<file path="src/rtl/alu16_pkg.sv">
// Shared definitions for the alu16 pipeline: default width, ctrl bit positions and named ctrl encodings.
package alu16_pkg;

   localparam int WIDTH_DEF = 16;

   localparam int CTRL_ZX = 5;
   localparam int CTRL_NX = 4;
   localparam int CTRL_ZY = 3;
   localparam int CTRL_NY = 2;
   localparam int CTRL_F  = 1;
   localparam int CTRL_NO = 0;

   localparam logic [5:0] C_ZERO = 6'b101010;
   localparam logic [5:0] C_ONE  = 6'b111111;
   localparam logic [5:0] C_X    = 6'b001100;
   localparam logic [5:0] C_NOTX = 6'b001101;
   localparam logic [5:0] C_ADD  = 6'b000010;
   localparam logic [5:0] C_SUB  = 6'b010011;
   localparam logic [5:0] C_AND  = 6'b000000;

endpackage

</file>
<file path="src/rtl/alu16_precond.sv">
// Operand preconditioning: optionally zero the operand, then optionally invert it.
module alu16_precond
   import alu16_pkg::*;
#(
   parameter int WIDTH = WIDTH_DEF
) (
   input  logic [WIDTH-1:0] a,
   input  logic             z,
   input  logic             n,
   output logic [WIDTH-1:0] p
);

   logic [WIDTH-1:0] zeroed;

   assign zeroed = z ? '0 : a;
   assign p      = n ? ~zeroed : zeroed;

endmodule

</file>
<file path="src/rtl/alu16_pipe.sv">
// Two-stage valid/ready ALU pipeline: stage 1 holds preconditioned operands, stage 2 the result and flags.
// Optional signed-add overflow flag with `define ALU_PIPE_OVF_EN.
module alu16_pipe
   import alu16_pkg::*;
#(
   parameter int WIDTH = WIDTH_DEF
) (
   input  logic             clk,
   input  logic             rst_n,
   input  logic             in_valid,
   output logic             in_ready,
   input  logic [WIDTH-1:0] x,
   input  logic [WIDTH-1:0] y,
   input  logic [5:0]       ctrl,
   output logic             out_valid,
   input  logic             out_ready,
   output logic [WIDTH-1:0] out,
   output logic             zr,
   output logic             ng
`ifdef ALU_PIPE_OVF_EN
   ,
   output logic             ovf
`endif
);

   logic [WIDTH-1:0] xp_pre, yp_pre;
   logic [WIDTH-1:0] xp_q, xp_d, yp_q, yp_d;
   logic             f_q, f_d, no_q, no_d;
   logic             s1_v_q, s1_v_d;
   logic [WIDTH-1:0] out_q, out_d;
   logic             zr_q, zr_d, ng_q, ng_d;
   logic             s2_v_q, s2_v_d;
   logic             s1_adv, s2_adv;
   logic [WIDTH-1:0] sum, g, r;

   alu16_precond #(.WIDTH(WIDTH)) u_pre_x (
      .a (x),
      .z (ctrl[CTRL_ZX]),
      .n (ctrl[CTRL_NX]),
      .p (xp_pre)
   );

   alu16_precond #(.WIDTH(WIDTH)) u_pre_y (
      .a (y),
      .z (ctrl[CTRL_ZY]),
      .n (ctrl[CTRL_NY]),
      .p (yp_pre)
   );

   assign s2_adv   = !s2_v_q || out_ready;
   assign s1_adv   = !s1_v_q || s2_adv;
   assign in_ready = s1_adv;

   assign sum = xp_q + yp_q;
   assign g   = f_q ? sum : (xp_q & yp_q);
   assign r   = no_q ? ~g : g;

   always_comb begin
      s1_v_d = s1_v_q;
      xp_d   = xp_q;
      yp_d   = yp_q;
      f_d    = f_q;
      no_d   = no_q;
      if (s1_adv) begin
         s1_v_d = in_valid;
         if (in_valid) begin
            xp_d = xp_pre;
            yp_d = yp_pre;
            f_d  = ctrl[CTRL_F];
            no_d = ctrl[CTRL_NO];
         end
      end
   end

   always_comb begin
      s2_v_d = s2_v_q;
      out_d  = out_q;
      zr_d   = zr_q;
      ng_d   = ng_q;
      if (s2_adv) begin
         s2_v_d = s1_v_q;
         if (s1_v_q) begin
            out_d = r;
            zr_d  = (r == '0);
            ng_d  = r[WIDTH-1];
         end
      end
   end

   always_ff @(posedge clk or negedge rst_n) begin
      if (!rst_n) begin
         s1_v_q <= 1'b0;
         xp_q   <= '0;
         yp_q   <= '0;
         f_q    <= 1'b0;
         no_q   <= 1'b0;
         s2_v_q <= 1'b0;
         out_q  <= '0;
         zr_q   <= 1'b0;
         ng_q   <= 1'b0;
      end else begin
         s1_v_q <= s1_v_d;
         xp_q   <= xp_d;
         yp_q   <= yp_d;
         f_q    <= f_d;
         no_q   <= no_d;
         s2_v_q <= s2_v_d;
         out_q  <= out_d;
         zr_q   <= zr_d;
         ng_q   <= ng_d;
      end
   end

`ifdef ALU_PIPE_OVF_EN
   logic ovf_q, ovf_d;

   // Overflow is judged on the raw sum, before any output inversion.
   always_comb begin
      ovf_d = ovf_q;
      if (s2_adv && s1_v_q) begin
         ovf_d = f_q && (xp_q[WIDTH-1] == yp_q[WIDTH-1]) && (sum[WIDTH-1] != xp_q[WIDTH-1]);
      end
   end

   always_ff @(posedge clk or negedge rst_n) begin
      if (!rst_n) begin
         ovf_q <= 1'b0;
      end else begin
         ovf_q <= ovf_d;
      end
   end

   assign ovf = ovf_q;
`endif

   assign out_valid = s2_v_q;
   assign out       = out_q;
   assign zr        = zr_q;
   assign ng        = ng_q;

endmodule
</file>
<file path="config.mk">
export PLATFORM = sky130hd
export DESIGN_NAME = alu16_pipe
export DESIGN_NICKNAME = d
export VERILOG_FILES = /design/src/rtl/alu16_pkg.sv /design/src/rtl/alu16_precond.sv /design/src/rtl/alu16_pipe.sv
export SDC_FILE = /design/constraint.sdc
export NUM_CORES = 1
export LEC_CHECK = 0
export CORE_ASPECT_RATIO = 0.9
export CORE_UTILIZATION = 25
export CTS_CLUSTER_DIAMETER = 80
export CTS_CLUSTER_SIZE = 24
export DETAILED_ROUTE_END_ITERATION = 7
export MAX_ROUTING_LAYER = met4
export PLACE_DENSITY = 0.41
export SLEW_MARGIN = 20
export SYNTH_ARGS = -nofsm -noshare
export SYNTH_HDL_FRONTEND = slang
export SYNTH_SLANG_ARGS = --single-unit
</file>
<file path="constraint.sdc">
create_clock -name clk -period 7.7 [get_ports clk]
set_clock_uncertainty 0.05 [all_clocks]
set_input_delay 1.54 -clock clk [delete_from_list [all_inputs] [get_ports clk]]
set_output_delay 1.54 -clock clk [all_outputs]
set_load 0.01 [all_outputs]
</file>
### Metal 2

Drawn at 3 px/um.
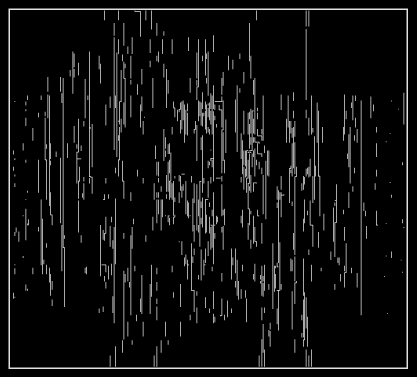
wire length on this layer	3460 um
longest straight run	71.4 um
main direction	vertical
share of all routed wire	40%
met2 usage: 16.67%
final WL: 8.575 mm
Vias: 2952

### Routing congestion

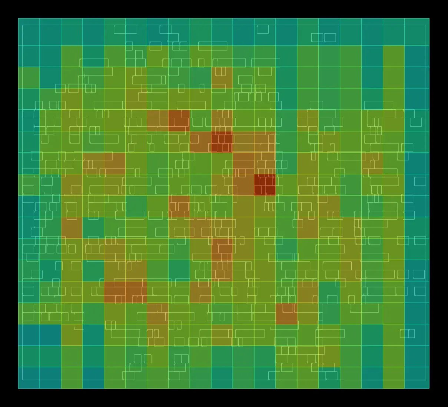
Routed wire per std cell: 12.78 um
all-layer global routing usage: 11.80%
grt peak-use layer: met1
final design utilization: 31.75%

### Cell sizes after repair

Drawn at 4 px/um.
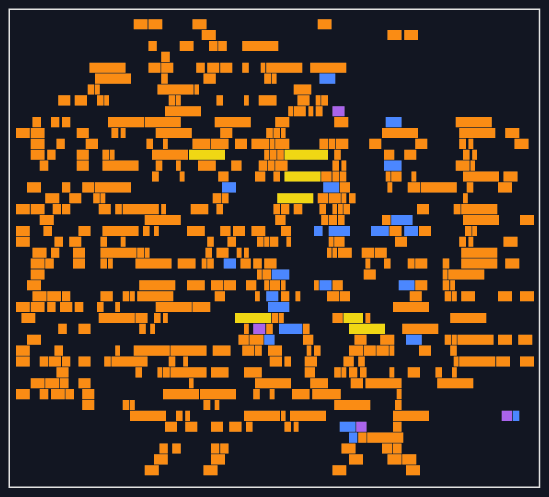
color	size	cells
purple	x3 and x4	4
yellow	x6 and larger	7
orange	x1 and smaller	440
blue	x2	22
nonclk buf count: 63
Final WS setup: 3371 ps
Area growth, synth to finish: 23.43%
final instance area: 4706 um2

==> impl_metrics.py <==
# Metrics from the implementation run
metrics = {
    "sta": {
        "drv_slew": 0,
        "max_freq_mhz": 231.0,
        "period_used_pct": 56.22,
        "hold_violations": 0,
        "slew_headroom_pct": 34.28,
        "period_needed_ps": 4329,
        "rsz0062_at_grt": "no",
        "fin_hold_ws_ps": 429.1,
        "finalSetupViolations": 0,
        "tightest_slew_ps": 982.7,
        "setup_tns_ps": 0,
    },
    "run_status": {
        "status": "completed",
    },
    "clocking": {
        "worstSkewPairLatency_ps": 290,
        "numCtsBuffers": 5,
        "holdBufCountCts": 0,
        "post_cts_resized": 0,
        "cts_tree": "built",
        "clkSinkCount": 53,
        "path_clk_slew_ps": 60,
    },
    "global_route": {
        "grt_max_degree": 67,
        "met1_usage_pct": 17.36,
        "grt_pass1_vias": 2917,
        "grt_pass1_wl_mm": 14.66,
        "overflow": 0,
        "antenna_found_initial": 0,
    },
    "synth": {
        "ys_seq_share_pct": 34.79,
        "synthXorXnorAreaFrac_pct": 12.41,
        "synth-edff-count": 0,
        "area_leaders": "dfrtp_1 (35%), xnor2_1 (12%), o21ai_0 (6.2%), nand2_1 (6.0%), nor2b_1 (5.6%)",
        "yosys.area.top_type": "dfrtp_1",
        "common_cells": "nand2_1 (61), dfrtp_1 (53), xnor2_1 (52), o21ai_0 (47), nor2b_1 (34)",
        "top_cell_area_share_pct": 34.79,
        "most_common_cell": "nand2_1",
        "synthAdderAreaFrac_pct": 5.776,
        "ys.flops": 53,
        "synthSimpleGateAreaFrac_pct": 21.46,
        "synthFlopType": "dfrtp_1",
        "ys_area_um2": 3812,
        "synth_area_um2": 3812,
        "synth_stat.cells": 428,
        "synth_cell_types": 58,
        "fp_nets": 487,
        "mux_share_pct": 3.873,
        "yosysWarnings": 0,
        "synth_area_per_cell_um2": 8.907,
        "async_reset_ff_share_pct": 100.0,
        "synthAoiAreaFrac_pct": 17.13,
    },
    "detailed_routing": {
        "route.met2.wl_mm": 3.461,
        "ant_nets": 0,
        "wl_met1_mm": 4.762,
        "dr.pass1.iters": 4,
        "drc_errors": 0,
        "dr_wl_met3_um": 281,
        "top_layer": "met4",
    },
    "placement": {
        "dp_slack_ps": 3386,
        "dpl-instance-area_um2": 4533,
        "routabilityCongestion": 0.7724,
        "port_buffers": 61,
    },
    "pwr": {
        "power_clock_mw": 0.264,
        "seqPwrFrac_pct": 32.6,
        "p_comb_share_pct": 45.8,
        "p_clk_share_pct": 21.6,
        "p_sw_share_pct": 35.62,
        "cellLeakagePower_nw": 1.857,
        "switchingPower_mw": 0.4352,
        "power_leader": "combinational cells",
        "p_total_mw": 1.222,
        "power.internal_mw": 0.7864,
        "combinationalPower_mw": 0.559,
    },
    "final_layout": {
        "comb_cells": 344,
        "final-comb-area_um2": 2315,
        "fill_cells": 1594,
        "seq_area_share_pct": 28.18,
        "clkCellAreaFrac_pct": 3.669,
        "lay_top_cells": "nand2_1 (60), clkdlybuf4s50_1 (60), dfrtp_1 (53)",
        "antenna_cells": 0,
        "drive_above_1_share_pct": 6.977,
        "buffer_area_share_pct": 13.19,
        "ff_count": 53,
        "clock_buffers": 7,
        "seqCellArea_um2": 1326,
        "stdcell_count": 671,
        "final_nets": 531,
    },
    "worst_hold_path": {
        "hp-start": "out[8]",
        "whs_path_depth": 2,
        "hold-path-endpoint": "out[8]",
        "hold_class": "flop to flop",
    },
    "setup_path": {
        "critPathKind": "input port to primary output",
        "r2r-start": "f_q",
        "end_kind": "primary output",
        "reg2reg_to": "zr",
        "crit_end": "in_ready",
        "cp_top_family": "buffers and inverters",
        "path_buffers": 2,
        "timing.critical_path.slowest_cell_delay_ps": 560,
        "path_cells": "clkdlybuf4s50_1 -> nand3b_1 -> clkdlybuf4s50_1",
        "crit_path_top_delay_cell": "clkdlybuf4s50_1",
        "crit_top_cell": "clkdlybuf4s50_1",
        "cp_max_fo": 3,
        "crit_required_ps": 6110,
        "ff2ff_path_depth": 7,
        "critPathArrivalTime_ps": 2740,
        "startpoint_type": "input port",
        "crit_path_start": "out_ready",
        "rrSetupSlack_ps": 4530,
    },
    "floorplan": {
        "rows": 42,
        "nWellTaps": 198,
        "die-area_um2": 15750,
        "ios": 62,
        "die_w_um": 132.2,
        "die_h_um": 119.2,
    },
    "job": {
        "tool_warnings": 26,
    },
}
### Local utilization

Drawn at 3 px/um. 13 x 12 tiles, from black (low) to pale yellow (high), 0 to 100% covered.
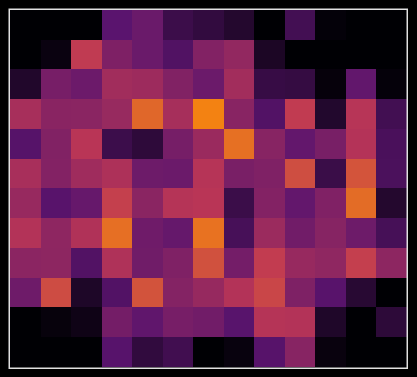
nearly empty tiles	15%
fullest tile	72%
emptiest ninth of the die	upper right
mean over tiles	28%
Initial Util: 25.73%
core footprint: 14820 um2

### A small window of the routed layout

Window x 54 to 79, y 47 to 72 um. Cells in gray, sequential cells in the stronger gray; small squares are vias.
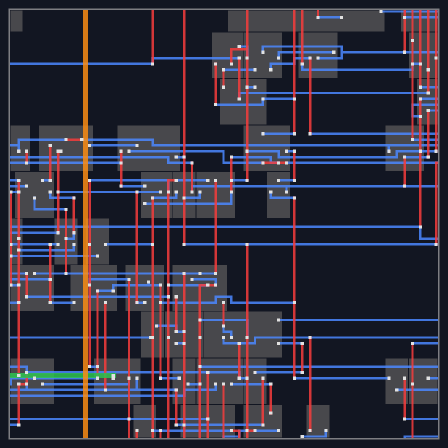
color	layer
blue	M1
green	M3
red	M2
orange	M4
most frequent	nand2_1 (4), nor2_1 (4), a31oi_1 (3)
cells with their middle in the window	35
sequential cells in the window	0

Power figures rest on the tool's default switching activity, not on a simulated workload.
